<file path="src/rtl/core_if_pkg.sv">
// -----------------------------------------------------------------------------
// core_if_pkg
// Shared definitions for the core's fetch interface and the instruction-memory
// responder: responder state encoding, the core's stall opcode, and the fetch
// latency the core assumes (strobe in cycle N, data sampled in cycle N+1).
// -----------------------------------------------------------------------------
package core_if_pkg;

  typedef enum logic {
    ST_SERVE = 1'b0,
    ST_LOAD  = 1'b1
  } state_e;

  localparam logic [7:0] OP_HALT       = 8'd42;
  localparam int         FETCH_LATENCY = 1;

endpackage

</file>
<file path="src/rtl/imem_responder_if.sv">
// -----------------------------------------------------------------------------
// imem_responder_if
// Bundles the fetch bus, the byte-stream load port and the status outputs of
// the instruction-memory responder.
//   master : the core / loader side (drives fetch, addr, ld_*)
//   slave  : the responder (drives rdata, ld_ready, loading, fetch_cnt, hung)
// -----------------------------------------------------------------------------
interface imem_responder_if;

  logic       fetch;
  logic [7:0] addr;
  logic [7:0] rdata;
  logic       ld_start;
  logic       ld_valid;
  logic [7:0] ld_data;
  logic       ld_last;
  logic       ld_ready;
  logic       loading;
  logic [7:0] fetch_cnt;
  logic       hung;

  modport master (
    output fetch, addr, ld_start, ld_valid, ld_data, ld_last,
    input  rdata, ld_ready, loading, fetch_cnt, hung
  );

  modport slave (
    input  fetch, addr, ld_start, ld_valid, ld_data, ld_last,
    output rdata, ld_ready, loading, fetch_cnt, hung
  );

endinterface

</file>
<file path="src/rtl/imem_watchdog.sv">
// -----------------------------------------------------------------------------
// imem_watchdog
// Counts idle cycles while the responder is serving; raises a sticky hung
// flag once TIMEOUT consecutive cycles pass without a served fetch.
// Ports:
//   clk, rst   clock and synchronous active-high reset
//   i_enable   counting allowed (responder in SERVE); counter held at 0 otherwise
//   i_kick     a fetch was served this cycle; restarts the count, clears hung
//   i_clear    load start; restarts the count, clears hung
//   o_hung     sticky watchdog flag
// -----------------------------------------------------------------------------
module imem_watchdog #(
  parameter int TIMEOUT = 64
) (
  input  logic clk,
  input  logic rst,
  input  logic i_enable,
  input  logic i_kick,
  input  logic i_clear,
  output logic o_hung
);

  localparam logic [15:0] LIMIT = 16'(TIMEOUT);

  logic [15:0] r_wd_cnt;
  logic        r_hung;

  always_ff @(posedge clk) begin
    if (rst) begin
      r_wd_cnt <= '0;
      r_hung   <= 1'b0;
    end else if (i_clear) begin
      r_wd_cnt <= '0;
      r_hung   <= 1'b0;
    end else if (!i_enable) begin
      r_wd_cnt <= '0;
    end else if (i_kick) begin
      r_wd_cnt <= '0;
      r_hung   <= 1'b0;
    end else if (r_wd_cnt != LIMIT) begin
      // Saturating count; hung is set on the same edge the count lands on LIMIT.
      r_wd_cnt <= r_wd_cnt + 16'd1;
      if (r_wd_cnt == LIMIT - 16'd1) begin
        r_hung <= 1'b1;
      end
    end
  end

  assign o_hung = r_hung;

endmodule

</file>
<file path="src/rtl/imem_responder.sv">
// -----------------------------------------------------------------------------
// imem_responder
// Answers the core's one-cycle fetch strobe from a small flop-based program
// memory with a registered byte one cycle later. A byte-stream load port fills
// the memory; a watchdog flags a core that has stopped fetching.
// Ports:
//   clk, rst   clock and synchronous active-high reset
//   bus        imem_responder_if.slave: fetch/addr/rdata, ld_start/ld_valid/
//              ld_data/ld_last/ld_ready, loading, fetch_cnt, hung
// -----------------------------------------------------------------------------
module imem_responder
  import core_if_pkg::*;
#(
  parameter int         DEPTH   = 16,
  parameter logic [7:0] FILL    = 8'h00,
  parameter int         TIMEOUT = 64
) (
  input  logic              clk,
  input  logic              rst,
  imem_responder_if.slave   bus
);

  localparam int            AW       = (DEPTH > 1) ? $clog2(DEPTH) : 1;
  localparam logic [AW-1:0] LAST_IDX = AW'(DEPTH - 1);

  state_e        r_state;
  state_e        w_state_nxt;
  logic [7:0]    r_mem [DEPTH];
  logic [AW-1:0] r_wptr;
  logic [7:0]    r_rdata;
  logic [7:0]    r_fetch_cnt;

  logic          w_in_load;
  logic          w_accept;
  logic          w_write;
  logic          w_serve_fetch;
  logic          w_in_range;
  logic [7:0]    w_rd_byte;
  logic          w_hung;

  assign w_in_load = (r_state == ST_LOAD);
  assign w_accept  = w_in_load && bus.ld_valid;
  // A restart pulse in LOAD wins over a byte presented in the same cycle.
  assign w_write   = w_accept && !bus.ld_start;
  // A fetch coinciding with ld_start in SERVE is treated as a LOAD-state fetch.
  assign w_serve_fetch = bus.fetch && !w_in_load && !bus.ld_start;

  assign w_in_range = ({24'd0, bus.addr} < 32'(DEPTH));
  assign w_rd_byte  = w_in_range ? r_mem[bus.addr[AW-1:0]] : FILL;

  always_comb begin
    w_state_nxt = r_state;
    case (r_state)
      ST_SERVE: begin
        if (bus.ld_start) w_state_nxt = ST_LOAD;
      end
      ST_LOAD: begin
        if (w_write && (bus.ld_last || r_wptr == LAST_IDX)) w_state_nxt = ST_SERVE;
      end
      default: w_state_nxt = ST_SERVE;
    endcase
  end

  always_ff @(posedge clk) begin
    if (rst) begin
      r_state     <= ST_SERVE;
      r_wptr      <= '0;
      r_rdata     <= FILL;
      r_fetch_cnt <= '0;
      for (int i = 0; i < DEPTH; i++) begin
        r_mem[i] <= 8'h00;
      end
    end else begin
      r_state <= w_state_nxt;

      if (bus.ld_start) begin
        r_wptr <= '0;
      end else if (w_write) begin
        r_mem[r_wptr] <= bus.ld_data;
        r_wptr        <= r_wptr + AW'(1);
      end

      if (bus.fetch) begin
        r_rdata <= w_serve_fetch ? w_rd_byte : FILL;
      end

      if (w_serve_fetch) begin
        r_fetch_cnt <= r_fetch_cnt + 8'd1;
      end
    end
  end

  imem_watchdog #(
    .TIMEOUT (TIMEOUT)
  ) u_watchdog (
    .clk      (clk),
    .rst      (rst),
    .i_enable (!w_in_load),
    .i_kick   (w_serve_fetch),
    .i_clear  (bus.ld_start),
    .o_hung   (w_hung)
  );

  assign bus.rdata     = r_rdata;
  assign bus.ld_ready  = w_in_load;
  assign bus.loading   = w_in_load;
  assign bus.fetch_cnt = r_fetch_cnt;
  assign bus.hung      = w_hung;

endmodule

</file>
<file path="src/flat_wrapper.sv">
// flat-port wrapper written by rule: the top's interface ports become plain ports
module imem_responder_flat import core_if_pkg::*;
#(
  parameter int         DEPTH   = 16,
  parameter logic [7:0] FILL    = 8'h00,
  parameter int         TIMEOUT = 64
)
  (clk, rst, bus_fetch, bus_addr, bus_ld_start, bus_ld_valid, bus_ld_data, bus_ld_last, bus_rdata, bus_ld_ready, bus_loading, bus_fetch_cnt, bus_hung);
  imem_responder_if bus_i ();
  input  logic clk;
  input  logic rst;
  input wire logic [$bits(bus_i.fetch)-1:0] bus_fetch;
  input wire logic [$bits(bus_i.addr)-1:0] bus_addr;
  input wire logic [$bits(bus_i.ld_start)-1:0] bus_ld_start;
  input wire logic [$bits(bus_i.ld_valid)-1:0] bus_ld_valid;
  input wire logic [$bits(bus_i.ld_data)-1:0] bus_ld_data;
  input wire logic [$bits(bus_i.ld_last)-1:0] bus_ld_last;
  output wire logic [$bits(bus_i.rdata)-1:0] bus_rdata;
  output wire logic [$bits(bus_i.ld_ready)-1:0] bus_ld_ready;
  output wire logic [$bits(bus_i.loading)-1:0] bus_loading;
  output wire logic [$bits(bus_i.fetch_cnt)-1:0] bus_fetch_cnt;
  output wire logic [$bits(bus_i.hung)-1:0] bus_hung;
  assign bus_i.fetch = bus_fetch;
  assign bus_i.addr = bus_addr;
  assign bus_i.ld_start = bus_ld_start;
  assign bus_i.ld_valid = bus_ld_valid;
  assign bus_i.ld_data = bus_ld_data;
  assign bus_i.ld_last = bus_ld_last;
  assign bus_rdata = bus_i.rdata;
  assign bus_ld_ready = bus_i.ld_ready;
  assign bus_loading = bus_i.loading;
  assign bus_fetch_cnt = bus_i.fetch_cnt;
  assign bus_hung = bus_i.hung;
  imem_responder #(.DEPTH(DEPTH), .FILL(FILL), .TIMEOUT(TIMEOUT)) u_core (.clk(clk), .rst(rst), .bus(bus_i));
endmodule
</file>
<file path="config.mk">
export PLATFORM = sky130hd
export DESIGN_NAME = imem_responder_flat
export DESIGN_NICKNAME = d
export VERILOG_FILES = /design/src/rtl/core_if_pkg.sv /design/src/rtl/imem_responder_if.sv /design/src/rtl/imem_watchdog.sv /design/src/rtl/imem_responder.sv /design/src/flat_wrapper.sv
export SDC_FILE = /design/constraint.sdc
export NUM_CORES = 1
export LEC_CHECK = 0
export CORE_MARGIN = 1
export CORE_UTILIZATION = 50
export DETAILED_ROUTE_END_ITERATION = 12
export PLACE_DENSITY = 0.68
export SLEW_MARGIN = 5
export SYNTH_ARGS = -nofsm -noshare
export SYNTH_HDL_FRONTEND = slang
export SYNTH_SLANG_ARGS = --single-unit
</file>
<file path="constraint.sdc">
create_clock -name clk -period 6.5 [get_ports clk]
set_input_delay 1.3 -clock clk [delete_from_list [all_inputs] [get_ports clk]]
set_output_delay 1.3 -clock clk [all_outputs]
set_load 0.1 [all_outputs]
</file>
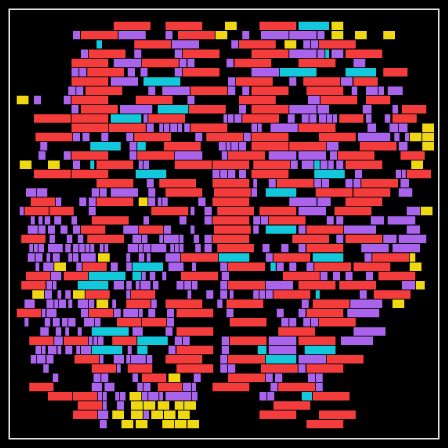
Figure 1: run 1, cell classes on the final placement.
| color | class | cells |
|---|---|---|
| cyan | clock drivers and dummy loads | 32 |
| yellow | remaining buffers and delay cells | 43 |
| red | registers | 166 |
| purple | remaining logic cells | 381 |

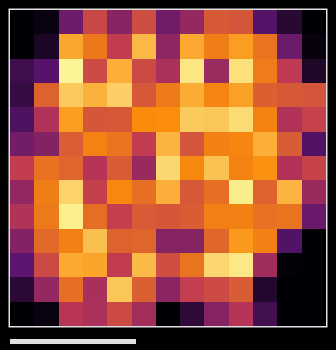
Figure 2: run 1, cell density map.
The bar under the picture is 50 µm long. 13 x 13 tiles, from black (low) to pale yellow (high), 0 to 100% covered.
fullest tile: 98%
emptiest ninth of the die: bottom right
tiles over 75% full: 21%
mean over tiles: 54%
nearly empty tiles: 7.1%

==> impl_metrics.toml, run 1 <==
# yosys + openroad results
[power_and_ir_drop]
seqPwrFrac = 0.501
p_clk_frac = 0.441
p_sw_uw = 507

[critical_path]
critPathTopFamily = "buffers and inverters"
start_kind = "register"
path_max_fanout = 12
worstSetupPathType = "register to output port"

[cts]
tritoncts = "yes"
clk_pin_slew_ps = 60
cts.sinks = 166
cts.path.max_buffers = 2

[finish]
n_antenna_cell = 0
comb_area_um2 = 2870
n_all_inverters = 6
buf_share = 0.0477
layout_top_cells = "130 x and2_1, 128 x edfxtp_1, 39 x clkdlybuf4s50_1"
layout_top_cell = "and2_1"
nets = 638
regArea_um2 = 4600

[run_status]
status = "completed"

[die]
die_x_um = 126
tap_cells = 184
fp_util = 0.519
die_h_um = 126
rows = 44

[timing]
max_slew_margin = 0.207
drv_slew = 0
max_freq_ghz = 0.282

[yosys]
ys_ff = 166
top_cell = "and2_1"
yosysTopAreaCell = "edfxtp_1"
ff_type = "edfxtp_1"
async_flop_share = 0
ys_cells = 575
area_leaders = "edfxtp_1 50%, and2_1 11%, dfxtp_1 9.9%, mux4_2 7.4%, mux4_1 2.4%"
yosys_warnings = 0

[flow_run]
cap_violations = 0

[placement]
gp_congestion = 0.791
hpwlAfterDp_mm = 12.2

[global_route]
grtUsageTotal = 0.236
grt_max_degree = 33
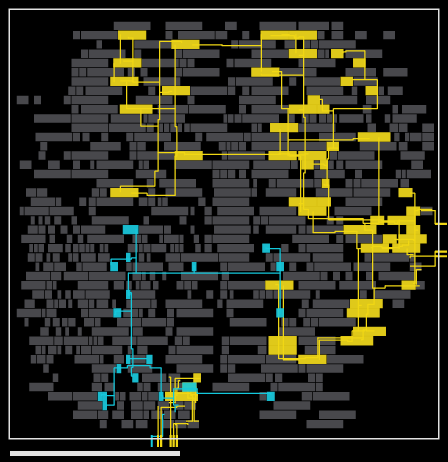
Figure 3: run 1, I/O nets highlighted.
The bar under the picture is 50 µm long.
| color | port | direction | edge | end cells | buffers | wire |
|---|---|---|---|---|---|---|
| cyan | rst | input | bottom | 20 | 2 | 233 µm |
| yellow | bus_addr | input | 5 bottom, 3 right | 54 | 9 | 1060 µm |

-- run 1: per-stage QoR --
step | util | power, mW | cell area (µm²)
floorplan | - | 1.29 | 7650
detailed placement | 0.552 | 1.35 | 8140
global placement | 0.552 | 1.34 | 8140
global route | 0.593 | 2.42 | 8760
finish | 0.593 | 2.37 | 8760
CTS | 0.593 | 2.37 | 8760
-- run 1: per-layer routing --
metal	global-route usage	vias to the layer above	wire length [µm]
met5	0	-	0
met4	0.0825	0	304
met3	0.0446	20	733
met2	0.384	103	8620
met1	0.319	2288	7820
li1	-	2170	-
-- run 1: registers in the layout, summed over array words and instances (netlist names) --
name and flops:
u_core.r_mem 128, u_core.u_watchdog.o_hung 1, u_core.bus.fetch_cnt 8, u_core.u_watchdog.r_wd_cnt 16, u_core.bus.rdata 8, u_core.bus.ld_ready 1, u_core.r_wptr 4
Figure 4. Track usage over the die (run 1).
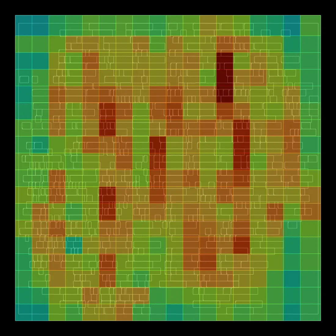

==> inputs of run 2 (changes only) <==
==> constraint.sdc (replaced) <==
create_clock -name clk -period 3.4 [get_ports clk]
set_input_delay 0.68 -clock clk [delete_from_list [all_inputs] [get_ports clk]]
set_output_delay 0.68 -clock clk [all_outputs]
set_load 0.1 [all_outputs]
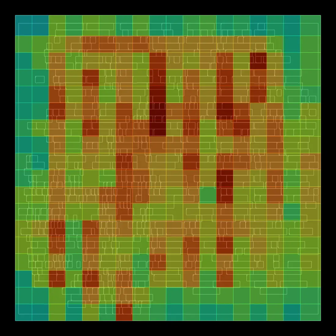
Figure 5: run 2, track usage over the die.
met2 GRT Util: 0.383
GRT Total Usage: 0.231
met1 Usage GRT: 0.302

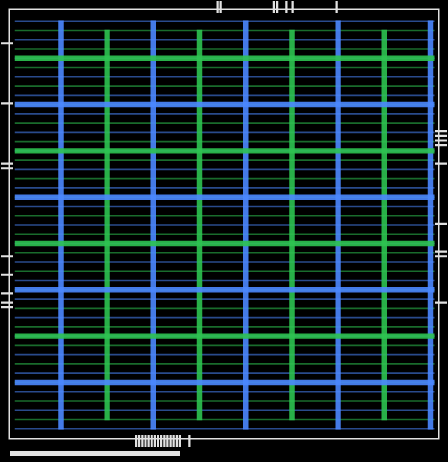
Figure 6: run 2, floorplan with the power grid.
The bar under the picture is 50 µm long. Pins as bars on the die edge.
| color | net |
|---|---|
| blue | VSS |
| green | VDD |
met1 rails: 45
rows: 44
signal pins: 41
met4 straps: 9

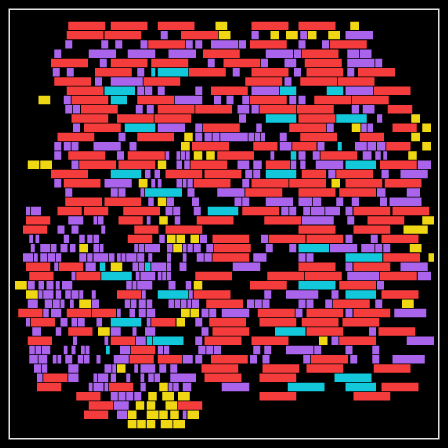
Figure 7: run 2, cell classes on the final placement.
| color | class | cells |
|---|---|---|
| cyan | clock drivers and dummy loads | 32 |
| red | registers | 166 |
| purple | remaining logic cells | 381 |
| yellow | remaining buffers and delay cells | 63 |

==> run 2 against run 1 <==
Area after synthesis unchanged; clock-buffer cell count increased by 5; utilization rose by 1.1 points; flip-flop count unchanged; sequential share of layout area shrank 0.92 points; critical path type unchanged; critical endpoint is now bus_hung.
==> impl_metrics.toml, run 2 <==
# yosys + openroad results
[power_and_ir_drop]
power_mw = 4.63
seqPwrFrac = 0.487

[finish]
fin_util = 0.604
buf_share = 0.0604
largest_reg_flops = 128
n_antenna_cell = 0
reg_top3 = "u_core.r_mem (128), u_core.u_watchdog.r_wd_cnt (16)"
regArea_um2 = 4600
final_cell_area_um2 = 8910

[die]
rows = 44
tap_cells = 184
die_x_um = 126
die_h_um = 126

[cts]
cts.sinks = 166
cts.path.max_buffers = 2

[run_status]
status = "completed"

[flow_run]
cap_violations = 0

[placement]
place_area_um2 = 8260
hpwlAfterDp_mm = 11.4

[yosys]
ys_ff = 166
run 2: cell count changes in the layout (fill, tap and decap cells not counted), sizes merged:
cell / before / now
buf: 4 / 41
bufinv: 4 / 5
clkbuf: 17 / 22
clkdlybuf4s50: 39 / 22
clkinv: 8 / 5
clkinvlp: 3 / 0
run 2: routing by layer:
metal  vias up  routed length (µm)  track usage
met5         -                   0            0
met3        12                 998       0.0527
met1      2324                7130        0.302
met2       146                8280        0.383
met4         0                 162       0.0725
li1       2214                   -            -
run 2: cells by family after synthesis:
| kind of cell | after synthesis |
|---|---|
| DFF | 166 |
| muxes | 47 |
| and+or+nand+nor | 254 |
| buffers and inverters | 34 |
| xor gates and xnor gates | 16 |
| adders and majority gates | 7 |
| AOI/OAI and AO/OA | 51 |
Figure 8. I/O nets highlighted (run 2).
The bar under the picture is 50 µm long.
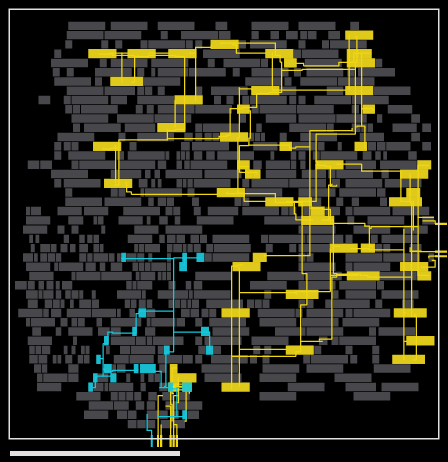

==> inputs of run 3 (changes only) <==
--- a/config.mk
+++ b/config.mk
@@ -8,7 +8,7 @@
 export CORE_MARGIN = 1
 export CORE_UTILIZATION = 50
 export DETAILED_ROUTE_END_ITERATION = 12
-export PLACE_DENSITY = 0.68
+export PLACE_DENSITY = 0.71
 export SLEW_MARGIN = 5
 export SYNTH_ARGS = -nofsm -noshare
 export SYNTH_HDL_FRONTEND = slang
==> constraint.sdc (replaced) <==
create_clock -name clk -period 2.1 [get_ports clk]
set_input_delay 0.42 -clock clk [delete_from_list [all_inputs] [get_ports clk]]
set_output_delay 0.42 -clock clk [all_outputs]
set_load 0.1 [all_outputs]
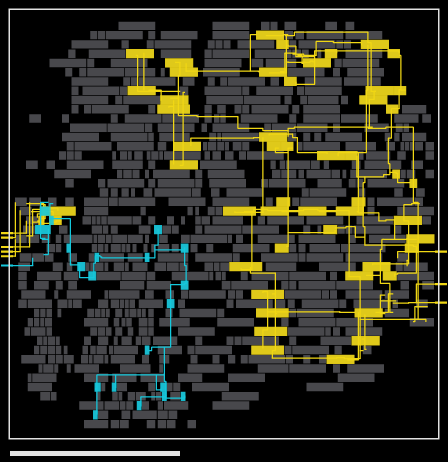
Figure 9: run 3, I/O nets highlighted.
The bar under the picture is 50 µm long.
| color | port | direction | edge | end cells | buffers | wire |
|---|---|---|---|---|---|---|
| cyan | rst | input | left | 20 | 3 | 228 µm |
| yellow | bus_addr | input | 5 left, 3 right | 54 | 19 | 1330 µm |

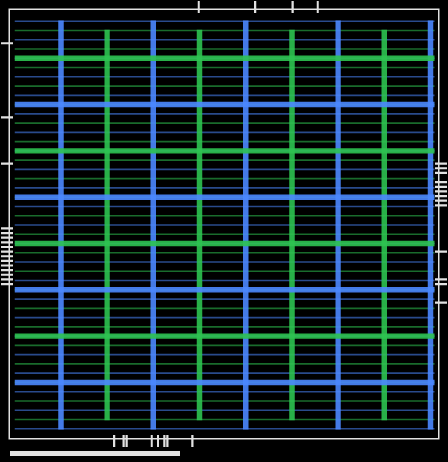
Figure 10: run 3, floorplan with the power grid.
The bar under the picture is 50 µm long. Pins as bars on the die edge.
| color | net |
|---|---|
| green | VDD |
| blue | VSS |
signal pins: 41
met5 straps: 8
met1 rails: 45
rows: 44
met4 straps: 9

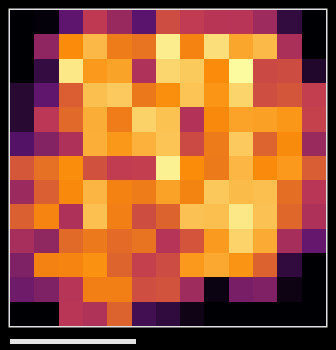
Figure 11: run 3, cell density map.
The bar under the picture is 50 µm long. 13 x 13 tiles, from black (low) to pale yellow (high), 0 to 100% covered.
core region area: 14800 µm²
fp util: 0.519
Finished Core Util: 0.616

==> run 3 against run 2 <==
Worst setup slack lost 640 ps; clock power grew 33%; sequential share of layout area decreased by 1.0 points; die area is the same; first-iteration DRC count decreased by 30%; non-clock buffer count up 30; utilization increased by 1.2 points; largest cell class unchanged; highest routed layer unchanged.
==> impl_metrics.toml, run 3 <==
# yosys + openroad results
[finish]
nets = 688
largest_reg_flops = 128
n_antenna_cell = 0
regArea_um2 = 4610
reg_top3 = "u_core.r_mem (128), u_core.u_watchdog.r_wd_cnt (16)"
n_all_inverters = 6
comb_area_um2 = 2890
final_cell_area_um2 = 9090
buf_share = 0.0902
layout_top_cell = "and2_1"

[die]
die_h_um = 126
tap_cells = 184

[routing]
met2_length_mm = 7.84
wl_met3_um = 747
highest_layer = "met4"

[power_and_ir_drop]
p_clk_frac = 0.403

[critical_path]
worstSetupPathType = "primary input to register"
path_max_fanout = 8
critPathTopFamily = "simple AND/OR/NAND/NOR gates"

[yosys]
yosys_warnings = 0
yosysTopAreaCell = "edfxtp_1"
ys_ff = 166
top_cell = "and2_1"
area_leaders = "edfxtp_1 50%, and2_1 11%, dfxtp_1 9.9%, mux4_2 7.4%, mux4_1 2.4%"
ys_cells = 575

[placement]
hpwlAfterDp_mm = 11.5
gp_congestion = 0.815

[cts]
cts.path.max_buffers = 2
tritoncts = "yes"

[global_route]
grt_max_degree = 22
grtUsageTotal = 0.222
use_met2 = 0.358

[timing]
drv_slew = 0
max_freq_ghz = 0.516

[flow_run]
cap_violations = 0

[run_status]
status = "completed"
run 3: worst paths after layout:
kind,startpoint,to,slack [ps],depth (start not counted)
hold reg to reg,u_core.bus.rdata[4],u_core.bus.rdata[4],460,2
hold / removal,u_core.bus.rdata[4],u_core.bus.rdata[4],460,2
setup reg to reg,u_core.bus.ld_ready,u_core.r_mem[12][1],230,5
setup / recovery,bus_ld_start,u_core.r_mem[12][1],160,6
run 3: logic make-up after synthesis:
logic type,Yosys count,share of synthesized area
flops,166,0.602
buf+inv,34,0.0232
fa+ha+maj,7,0.0114
compound gates,51,0.0384
xor+xnor,16,0.0183
mux,47,0.118
simple gates,254,0.188
run 3: tightest hold or removal path, cell delays in order (launching register included):
cell and delay (ps):
dfxtp_1 330, nand2_1 50, nand3_1 50
Power is estimated from default activity; no workload was simulated.
